### config.mk
export PLATFORM = sky130hd
export DESIGN_NAME = deskew_align
export DESIGN_NICKNAME = d
export VERILOG_FILES = /design/src/rtl/deskew_align.sv
export SDC_FILE = /design/constraint.sdc
export NUM_CORES = 1
export LEC_CHECK = 0
export ABC_AREA = 1
export CAP_MARGIN = 25
export CORE_MARGIN = 5
export CORE_UTILIZATION = 51
export CTS_BUF_LIST = sky130_fd_sc_hd__clkbuf_16
export DETAILED_ROUTE_END_ITERATION = 16
export GPL_TIMING_DRIVEN = 0
export PLACE_DENSITY_LB_ADDON = 0.12
export SYNTH_ARGS = -nofsm -noshare
export SYNTH_HDL_FRONTEND = slang
export SYNTH_SLANG_ARGS = --single-unit
### constraint.sdc
create_clock -name clk -period 1.8 [get_ports clk]
set_input_delay 0.54 -clock clk [delete_from_list [all_inputs] [get_ports clk]]
set_output_delay 0.54 -clock clk [all_outputs]
set_load 0.02 [all_outputs]
### src/rtl/deskew_align.sv
// deskew_align: realigns a word whose lanes arrive with a fixed skew.
// Lane k of a word arrives k cycles after lane 0. Lane k is delayed by
// (size-1-k) register stages so every lane of a word lines up, and then
// one common output register produces bus_out/valid_out.
//
// Optional feature: define DESKEW_COUNT_EN to add a burst counter
// (row_count, done) that counts aligned words modulo rows.
//
// Ports:
//   clk        clock, all state updates on rising edge
//   reset      synchronous active-high reset
//   bus_in     skewed lane words, lane k at [k*data_size +: data_size]
//   valid_in   per-lane valid
//   bus_out    realigned word, same packing as bus_in
//   valid_out  one-cycle qualifier for bus_out
//   row_count  aligned words in current burst (DESKEW_COUNT_EN only)
//   done       burst-complete pulse (DESKEW_COUNT_EN only)
//   error      sticky lane-misalignment flag
module deskew_align #(
    parameter int unsigned data_size = 16,
    parameter int unsigned size = 4,
    parameter int unsigned rows = 4,
    parameter logic [data_size-1:0] default_value = '0
) (
    input  logic                           clk,
    input  logic                           reset,
    input  logic [data_size*size-1:0]      bus_in,
    input  logic [size-1:0]                valid_in,
    output logic [data_size*size-1:0]      bus_out,
    output logic                           valid_out,
`ifdef DESKEW_COUNT_EN
    output logic [$clog2(rows+1)-1:0]      row_count,
    output logic                           done,
`endif
    output logic                           error
);

    // Parameter legality checked at elaboration.
    if (size < 1 || size > 32) begin : g_bad_size
        $error("deskew_align: size must be in 1..32");
    end
    if (rows < 1) begin : g_bad_rows
        $error("deskew_align: rows must be at least 1");
    end

    logic [data_size*size-1:0] aligned_data;
    logic [size-1:0]           aligned_valid;
    logic                      all_valid;
    logic                      any_valid;

    for (genvar k = 0; k < int'(size); k++) begin : g_lane
        localparam int unsigned Depth = size - 1 - k;

        if (Depth == 0) begin : g_direct
            // Last lane arrives already aligned; only the output register applies.
            assign aligned_data[k*data_size +: data_size] = bus_in[k*data_size +: data_size];
            assign aligned_valid[k]                       = valid_in[k];
        end else begin : g_pipe
            logic [data_size-1:0] pipe_q [Depth];
            logic [Depth-1:0]     vpipe_q;

            always_ff @(posedge clk) begin
                if (reset) begin
                    for (int unsigned i = 0; i < Depth; i++) begin
                        pipe_q[i] <= default_value;
                    end
                    vpipe_q <= '0;
                end else begin
                    pipe_q[0]  <= bus_in[k*data_size +: data_size];
                    vpipe_q[0] <= valid_in[k];
                    for (int unsigned i = 1; i < Depth; i++) begin
                        pipe_q[i]  <= pipe_q[i-1];
                        vpipe_q[i] <= vpipe_q[i-1];
                    end
                end
            end

            assign aligned_data[k*data_size +: data_size] = pipe_q[Depth-1];
            assign aligned_valid[k]                       = vpipe_q[Depth-1];
        end
    end

    assign all_valid = &aligned_valid;
    assign any_valid = |aligned_valid;

    // Output register: data only loads on a fully valid word, otherwise holds.
    always_ff @(posedge clk) begin
        if (reset) begin
            bus_out   <= {size{default_value}};
            valid_out <= 1'b0;
            error     <= 1'b0;
        end else begin
            valid_out <= all_valid;
            if (all_valid) begin
                bus_out <= aligned_data;
            end
            // Partial valid set means lanes slipped relative to each other.
            if (any_valid && !all_valid) begin
                error <= 1'b1;
            end
        end
    end

`ifdef DESKEW_COUNT_EN
    localparam int unsigned CountW = $clog2(rows + 1);

    always_ff @(posedge clk) begin
        if (reset) begin
            row_count <= '0;
            done      <= 1'b0;
        end else begin
            done <= 1'b0;
            if (all_valid) begin
                if (row_count == CountW'(rows - 1)) begin
                    row_count <= '0;
                    done      <= 1'b1;
                end else begin
                    row_count <= row_count + 1'b1;
                end
            end
        end
    end
`endif

endmodule

**Congestion heat map**

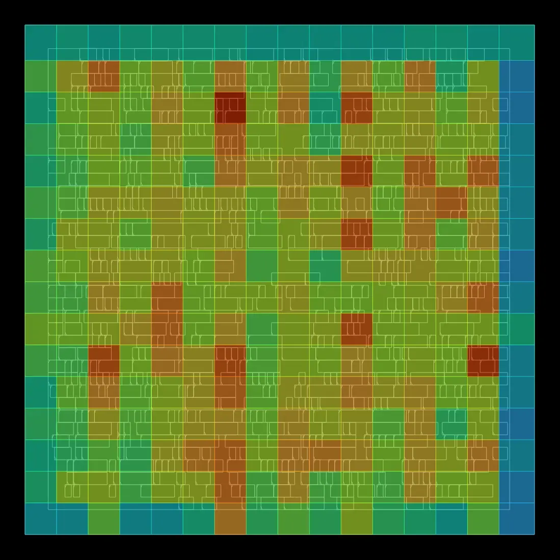
met2 Use GR: 31.0%
met3 GRT Util: 4.80%
busiest grt layer: met2
total track usage: 18.6%

**Sequential cells grouped by signal name**

Other sequential cells in the stronger grey, the rest of the logic in the fainter grey.
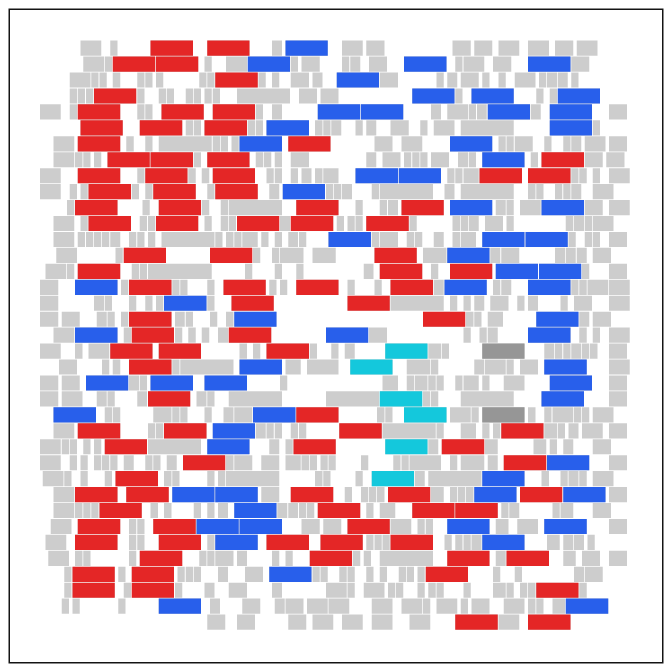
[red] g_lane.g_pipe.pipe_q | placed flops: 96
[cyan] g_lane.g_pipe.vpipe_q | placed flops: 6 | where: centre
[blue] bus_out | placed flops: 64
final core occ: 71.1%
seq pwr: 3.85 mW
FF+latch area: 3360 µm²
Seq/total area: 46.7%

**Metal 4**

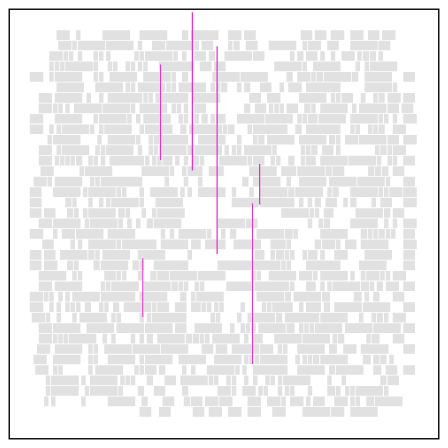
share of all routed wire: 1.7%
longest straight run: 53.7 µm
nets with wire on the layer: 3
main direction: vertical
wire length on this layer: 186 µm
Via Count: 3984
routed wire length: 10.9 mm

==> qor.csv <==
metric;value;unit
status;finished clean;
stdcell_count;911;
yosysUniqueCellTypes;17;
startpoint_type;register;
p_total;7.51;mW
holdBufCountCts;0;
largest_class;flip-flops and latches;
p_sw_share;21.3;%
remaining_drc_errors;0;
cts_tree;yes;
inverters_excl_clock;106;
warning_count;26;
m1WireLength;4.83;mm
syn_inst;609;
ys_top_cells_by_area;dfxtp_1 (64%), nor2_1 (16%), inv_1 (7.5%);
cts_resized;66;
top_area_share;64.4;%
antenna_found_initial;0;
post-place-ws;-0.112;ns
drive_gt1_share;8.52;%
cp_cell_sequence;dlygate4sd2_1;
grt_pass1_wl;18.6;mm
combGateArea;1260;µm²
clkCellAreaFrac;7.67;%
critPathBufInv;1;
rows;37;
drt_iter0_drc;203;
r2r-end;bus_out[22];
synth-main-ff-cell;dfxtp_1;
largest_register_ffs;96;
slowest_stage;dlygate4sd2_1;
die_h;111;µm
io_buffers;134;
nNonClkBuffers;165;
slew_violations;0;
No activity file was given, so power comes from the tool's default toggle rates.
